**Clock wires, drivers and flops**

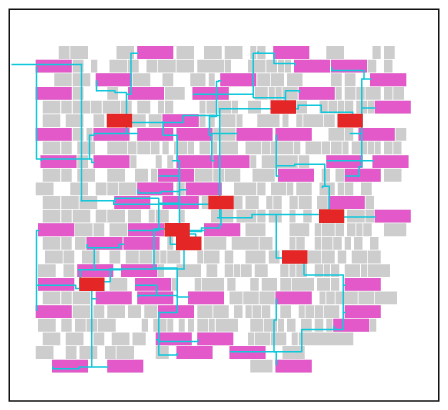
**Cells coloured by class**

Bar = 20 um.
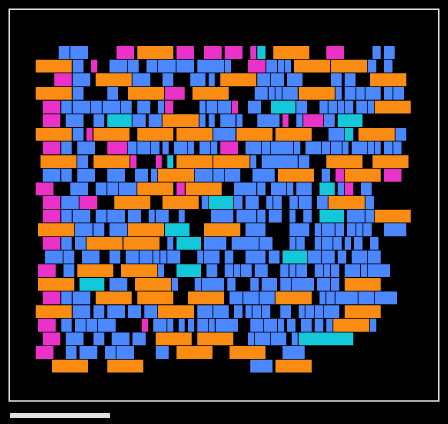
**Where the registers sit**

Other sequential cells in the stronger grey, the rest of the logic in the fainter grey.
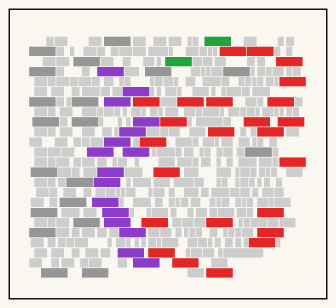
**PDN straps and rails**

Pins as bars on the die edge. Tap cells in grey.
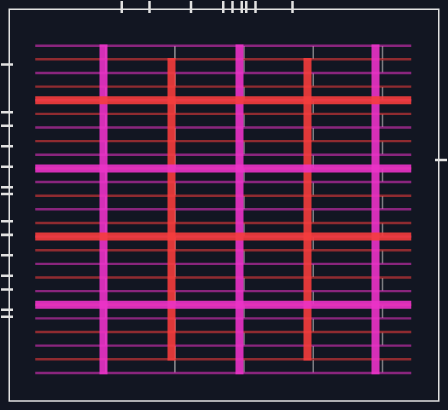
File: src/rtl/dco_pkg.sv
// -----------------------------------------------------------------------------
// dco_pkg -- shared definitions for the dco_nco numerically controlled
// oscillator.
//
// Contents:
//   dco_state_t  : oscillator control FSM states (IDLE / RUN / STOPPING)
//   LFSR_SEED    : reset value of the optional dither LFSR
//   LFSR_POLY    : Galois feedback mask of the dither LFSR
//                  (x^16 + x^14 + x^13 + x^11 + 1, maximal length)
// -----------------------------------------------------------------------------
package dco_pkg;

    typedef enum logic [1:0] {
        IDLE     = 2'd0,
        RUN      = 2'd1,
        STOPPING = 2'd2
    } dco_state_t;

    localparam logic [15:0] LFSR_SEED = 16'hACE1;
    localparam logic [15:0] LFSR_POLY = 16'hB400;

endpackage : dco_pkg

File: src/rtl/dco_lfsr.sv
// -----------------------------------------------------------------------------
// dco_lfsr -- 16-bit maximal-length Galois LFSR used as a one-bit dither
// source for the dco_nco phase accumulator.
//
// Ports:
//   clk_i    in   system clock
//   reset_i  in   synchronous active-high reset, loads LFSR_SEED
//   step_i   in   advance the register by one state this cycle
//   bit_o    out  current dither bit (register LSB)
// -----------------------------------------------------------------------------
module dco_lfsr
    import dco_pkg::*;
(
    input  logic clk_i,
    input  logic reset_i,
    input  logic step_i,
    output logic bit_o
);

    logic [15:0] r_lfsr;
    logic [15:0] w_lfsr_next;

    // Right-shifting Galois form: every bit takes its upper neighbour and is
    // flipped by the outgoing LSB wherever the polynomial has a tap.
    genvar gi;
    generate
        for (gi = 0; gi < 15; gi++) begin : g_shift
            assign w_lfsr_next[gi] = r_lfsr[gi+1] ^ (LFSR_POLY[gi] & r_lfsr[0]);
        end
    endgenerate
    assign w_lfsr_next[15] = LFSR_POLY[15] & r_lfsr[0];

    always_ff @(posedge clk_i) begin
        if (reset_i) begin
            r_lfsr <= LFSR_SEED;
        end else if (step_i) begin
            r_lfsr <= w_lfsr_next;
        end
    end

    assign bit_o = r_lfsr[0];

endmodule : dco_lfsr

File: src/rtl/dco_nco.sv
// -----------------------------------------------------------------------------
// dco_nco -- phase-accumulator oscillator with glitch-free frequency update
// and a graceful stop that never truncates a high pulse.
//
// Parameters:
//   ACC_WIDTH  phase accumulator width (must be >= FCW_WIDTH)
//   FCW_WIDTH  frequency control word width
//   FCW_RESET  active control word after reset
//
// Ports:
//   clk_i        in   system clock (single domain)
//   reset_i      in   synchronous active-high reset
//   enable_i     in   oscillator run request
//   fcw_i        in   new frequency control word
//   fcw_valid_i  in   fcw_i valid
//   fcw_ready_o  out  high when no word is pending (a new one can be taken)
//   clk_o        out  registered accumulator MSB (lags the accumulator by 1)
//   wrap_o       out  one-cycle pulse on the cycle after an accumulator wrap
//   running_o    out  high whenever the FSM is not IDLE
//
// Build option:
//   DCO_NCO_DITHER_EN  when defined, a 16-bit LFSR bit (dco_lfsr) is fed into
//                      the accumulator carry-in every RUN/STOPPING cycle.
//                      Undefined (default): exact deterministic accumulation.
// -----------------------------------------------------------------------------
module dco_nco
    import dco_pkg::*;
#(
    parameter int          ACC_WIDTH = 24,
    parameter int          FCW_WIDTH = 16,
    parameter int unsigned FCW_RESET = 1
) (
    input  logic                 clk_i,
    input  logic                 reset_i,
    input  logic                 enable_i,
    input  logic [FCW_WIDTH-1:0] fcw_i,
    input  logic                 fcw_valid_i,
    output logic                 fcw_ready_o,
    output logic                 clk_o,
    output logic                 wrap_o,
    output logic                 running_o
);

    // -------------------------------------------------------------------------
    // Registers and nets
    // -------------------------------------------------------------------------
    dco_state_t             r_state;
    dco_state_t             w_state_next;

    logic [ACC_WIDTH-1:0]   r_acc;
    logic [FCW_WIDTH-1:0]   r_fcw_active;
    logic [FCW_WIDTH-1:0]   r_fcw_pend;
    logic                   r_pending;
    logic                   r_clk;
    logic                   r_wrap;

    logic                   w_active_st;   // RUN or STOPPING
    logic                   w_accept;      // handshake completes this cycle
    logic [ACC_WIDTH-1:0]   w_fcw_ext;
    logic [ACC_WIDTH:0]     w_sum;         // one extra bit holds the carry
    logic                   w_carry;
    logic                   w_wrap_now;    // accumulator wraps at this edge
    logic                   w_dither;

    // -------------------------------------------------------------------------
    // Optional dither source
    // -------------------------------------------------------------------------
`ifdef DCO_NCO_DITHER_EN
    dco_lfsr u_lfsr (
        .clk_i   (clk_i),
        .reset_i (reset_i),
        .step_i  (w_active_st),
        .bit_o   (w_dither)
    );
`else
    assign w_dither = 1'b0;
`endif

    // -------------------------------------------------------------------------
    // Accumulator arithmetic
    // -------------------------------------------------------------------------
    assign w_active_st = (r_state != IDLE);
    assign w_fcw_ext   = ACC_WIDTH'(r_fcw_active);
    assign w_sum       = {1'b0, r_acc} + {1'b0, w_fcw_ext}
                       + {{ACC_WIDTH{1'b0}}, w_dither};
    assign w_carry     = w_sum[ACC_WIDTH];
    assign w_wrap_now  = w_active_st & w_carry;
    assign w_accept    = fcw_valid_i & ~r_pending;

    // -------------------------------------------------------------------------
    // FSM: state register
    // -------------------------------------------------------------------------
    always_ff @(posedge clk_i) begin
        if (reset_i) begin
            r_state <= IDLE;
        end else begin
            r_state <= w_state_next;
        end
    end

    // -------------------------------------------------------------------------
    // FSM: next-state logic
    // -------------------------------------------------------------------------
    always_comb begin
        w_state_next = r_state;
        case (r_state)
            IDLE: begin
                if (enable_i) begin
                    w_state_next = RUN;
                end
            end
            RUN: begin
                if (!enable_i) begin
                    w_state_next = STOPPING;
                end
            end
            STOPPING: begin
                // A renewed run request wins over the terminating wrap so the
                // phase simply carries on.
                if (enable_i) begin
                    w_state_next = RUN;
                end else if (w_carry) begin
                    w_state_next = IDLE;
                end
            end
            default: begin
                w_state_next = IDLE;
            end
        endcase
    end

    // -------------------------------------------------------------------------
    // FSM: outputs
    // -------------------------------------------------------------------------
    always_comb begin
        running_o   = (r_state != IDLE);
        fcw_ready_o = ~r_pending;
        clk_o       = r_clk;
        wrap_o      = r_wrap;
    end

    // -------------------------------------------------------------------------
    // Phase accumulator and registered outputs
    // -------------------------------------------------------------------------
    always_ff @(posedge clk_i) begin
        if (reset_i) begin
            r_acc  <= '0;
            r_clk  <= 1'b0;
            r_wrap <= 1'b0;
        end else begin
            // The accumulator is pinned to zero while idle and is forced to
            // zero on the wrap that ends a stop, so the next start is in phase.
            if (!w_active_st || (w_state_next == IDLE)) begin
                r_acc <= '0;
            end else begin
                r_acc <= w_sum[ACC_WIDTH-1:0];
            end
            // Taking the MSB of the *current* accumulator delays clk_o by one
            // cycle; that delay lets the final high half-period of a stop
            // complete after the FSM has already returned to IDLE.
            r_clk  <= r_acc[ACC_WIDTH-1];
            r_wrap <= w_wrap_now;
        end
    end

    // -------------------------------------------------------------------------
    // Frequency control word handling
    // -------------------------------------------------------------------------
    always_ff @(posedge clk_i) begin
        if (reset_i) begin
            r_fcw_active <= FCW_WIDTH'(FCW_RESET);
            r_fcw_pend   <= '0;
            r_pending    <= 1'b0;
        end else if (!w_active_st) begin
            // Idle: no phase to protect, take the word immediately.
            if (w_accept) begin
                r_fcw_active <= fcw_i;
            end
            r_pending <= 1'b0;
        end else if (w_wrap_now || (r_fcw_active == '0)) begin
            // Safe switching point: the wrap boundary, or a stalled
            // accumulator (zero word) that would never reach one.
            if (w_accept) begin
                r_fcw_active <= fcw_i;
            end else if (r_pending) begin
                r_fcw_active <= r_fcw_pend;
            end
            r_pending <= 1'b0;
        end else if (w_accept) begin
            // Mid-period: park the word until the next wrap.
            r_fcw_pend <= fcw_i;
            r_pending  <= 1'b1;
        end
    end

endmodule : dco_nco
File: config.mk
export PLATFORM = sky130hd
export DESIGN_NAME = dco_nco
export DESIGN_NICKNAME = d
export VERILOG_FILES = /design/src/rtl/dco_pkg.sv /design/src/rtl/dco_lfsr.sv /design/src/rtl/dco_nco.sv
export SDC_FILE = /design/constraint.sdc
export NUM_CORES = 1
export LEC_CHECK = 0
export CORE_ASPECT_RATIO = 0.9
export CORE_MARGIN = 5
export CORE_UTILIZATION = 63
export DETAILED_ROUTE_END_ITERATION = 12
export GPL_TIMING_DRIVEN = 0
export PLACE_DENSITY = 0.83
export SETUP_SLACK_MARGIN = 0.02
export SKIP_CTS_REPAIR_TIMING = 1
export SLEW_MARGIN = 20
export SYNTH_ARGS = -nofsm -noshare
export SYNTH_HDL_FRONTEND = slang
export SYNTH_SLANG_ARGS = --single-unit
File: constraint.sdc
create_clock -name clk_i -period 7.4 [get_ports clk_i]
set_clock_uncertainty 0.15 [all_clocks]
set_input_delay 1.11 -clock clk_i [delete_from_list [all_inputs] [get_ports clk_i]]
set_output_delay 1.11 -clock clk_i [all_outputs]
set_load 0.02 [all_outputs]
==> results.json <==
{
  "synth_cell_types": 44,
  "startpoint_type": "input pin",
  "final-clk-cell-share": 0.0512,
  "fmaxAchievable_ghz": 0.332,
  "final-nonclk-buf-share": 0.0819,
  "drtAntennaViolNets": 0,
  "syn2layout_area_growth_pct": 15.3,
  "busiest_layer": "met2",
  "synth-edff-count": 0,
  "synth-seq-cells": 61,
  "routedWlPerCell_um": 14.7,
  "dp_cells": 442,
  "ys_cells": 355,
  "crit_type": "in2reg",
  "floorplan.core_util": 0.658,
  "flop_area_mm2": 0.00122,
  "holdPathEnd": "r_fcw_pend[2]$_SDFFE_PP0P_",
  "outcome": "completed",
  "drt-met1-wl_um": 3020,
  "p_leak_nw": 1.38,
  "grt_overflow": 0,
  "synthArstFlopShare": 0,
  "period_used_share": 0.407,
  "met3_usage": 0.0678,
  "r2r_end": "r_fcw_pend[12]$_SDFFE_PP0P_",
  "ff_type": "dfxtp_1",
  "top_logic_kind": "simple AND/OR/NAND/NOR gates",
  "yosysWarnings": 0,
  "p_total_mw": 0.757,
  "ys_sh_aoi": 0.176,
  "r2r_cells": 10,
  "syn_inst": 355,
  "avgSynthCellArea_um2": 9.08,
  "cts_root_buffer": "clkbuf_8",
  "grtUsageMet1": 0.267,
  "grt_max_degree": 11,
  "cts_tree": "yes",
  "n_all_buffers": 37,
  "yosys.area.top_type": "dfxtp_1",
  "layout.cells.most_common": "dfxtp_1",
  "xor_area_frac": 0.0381,
  "cts_htree_levels": 3,
  "final_cell_mix": "dfxtp_1, nor2_1, nand2b_1",
  "antenna_found_initial": 0,
  "routed_via_density": 5.81,
  "drt_wl_total_um": 6730,
  "grt_pass1_wl_um": 11500,
  "grt_pass1_vias": 2583,
  "tightestPinTransition_ns": 0.696,
  "yosys_area_mm2": 0.00322,
  "place_hpwl_um": 5150,
  "fin_setup_tns_ns": 0,
  "reg2reg_slack_ns": 4.49,
  "maxCapViolations": 0,
  "simple_gate_area_frac": 0.207,
  "vias": 2654,
  "finalWorstSetupSlack_ns": 4.39,
  "comb_area_mm2": 0.00189,
  "regToRegStartpoint": "r_fcw_active[0]$_SDFFE_PP1P_",
  "antennaDiodeCount": 0,
  "min-delay-start": "r_fcw_pend[2]$_SDFFE_PP0P_",
  "warnings": 26,
  "route.met2.wl_um": 3200,
  "logic_gate_count": 271,
  "fillers": 369,
  "drc_errors": 0,
  "hold_slack_ns": 0.324,
  "hold_depth": 2,
  "design.seq.count": 61,
  "wl_met3_um": 416,
  "netlist.area_leader.share": 0.379,
  "drive_gt1_frac": 0.0918,
  "place_area_mm2": 0.00352,
  "setup_viol": 0,
  "drtIter0Drc": 151,
  "inverters": 8,
  "portBuffers": 22,
  "fin_cells": 457,
  "cts.clk_slew.worst_paths_ns": 0.07,
  "dieArea_mm2": 0.00665,
  "netlist_top_cells_area": "dfxtp_1, mux2i_1, ha_1, nand2b_1, a211oi_1",
  "clock_sinks": 61
}
Back to the opening pictures, 'clock wires, drivers and flops':
[red] clock drivers | count: 9
[magenta] flip-flops | count: 61
[cyan] clock wires | length: 758 um
routed clock nets: 10
flops lie: all over the die

Back to the opening pictures, 'cells coloured by class':
[blue] combinational and other logic | cells: 279
[magenta] remaining buffers and delay cells | cells: 37
[orange] sequential cells | cells: 61
[cyan] clock drivers and dummy loads | cells: 15
core area: 0.00489 mm2
Final Core Density: 0.759
Design Area, Final: 0.00371 mm2
fraction of area in registers: 0.329

Back to the opening pictures, 'where the registers sit':
[purple] `r_fcw_active` | placed flops: 16
[red] `r_acc` | placed flops: 24
[green] `r_state` | placed flops: 2
not coloured: 19

Back to the opening pictures, 'PDN straps and rails':
[red] VDD
[magenta] VSS
tap cells: 65
met4 straps: 5
rows: 24
signal pins: 24
width of the chip: 85.4 um
Max rail drop VDD: 0.169 mV
Die Height: 77.8 um

-- Yosys cell counts, types with 5 or more instances --
cell,n
nand2_1,11
a21o_1,5
ha_1,16
o21ai_0,15
nor2_1,40
xnor2_1,8
or3_1,7
nand2b_1,32
inv_1,8
dfxtp_1,61
clkbuf_1,8
mux2i_1,31
nand3_1,7
a211oi_1,21
a21oi_1,21
nor4_1,7
xor2_1,6
-- power breakdown --
| part | internal (mW) | total (mW) | switching, mW | leakage [nW] |
|---|---|---|---|---|
| combinational | 0.0509 | 0.110 | 0.0595 | 0.788 |
| clock | 0.162 | 0.289 | 0.126 | 0.0992 |
| sequential | 0.345 | 0.358 | 0.0132 | 0.497 |
-- state kept, by name (all words and copies together) (netlist names) --
signal	flops
r_fcw_pend	16
r_pending	1
clk_o	1
wrap_o	1
r_state	2
r_fcw_active	16
r_acc	24
-- critical path, stage by stage --
cell	delay [ns]
clkdlybuf4s50_1	0.47
a21oi_2	0.47
clkbuf_1	0.59
mux2i_1	0.32
a211oi_1	0.10
-- how the worst max path moves through the flow --
stage	startpoint	endpoint	slack [ns]	cells after the start
finish	fcw_valid_i	r_fcw_active[15]$_SDFFE_PP0P_	4.39	5
global placement	fcw_valid_i	r_fcw_active[15]$_SDFFE_PP0P_	4.04	5
detailed placement	fcw_valid_i	r_fcw_active[15]$_SDFFE_PP0P_	4.04	5
global route	fcw_valid_i	r_fcw_active[14]$_SDFFE_PP0P_	4.26	5
floorplan	r_fcw_active[0]$_SDFFE_PP1P_	r_fcw_pend[10]$_SDFFE_PP0P_	4.84	10
CTS	fcw_valid_i	r_fcw_active[15]$_SDFFE_PP0P_	4.38	5
Power is estimated from default activity; no workload was simulated.
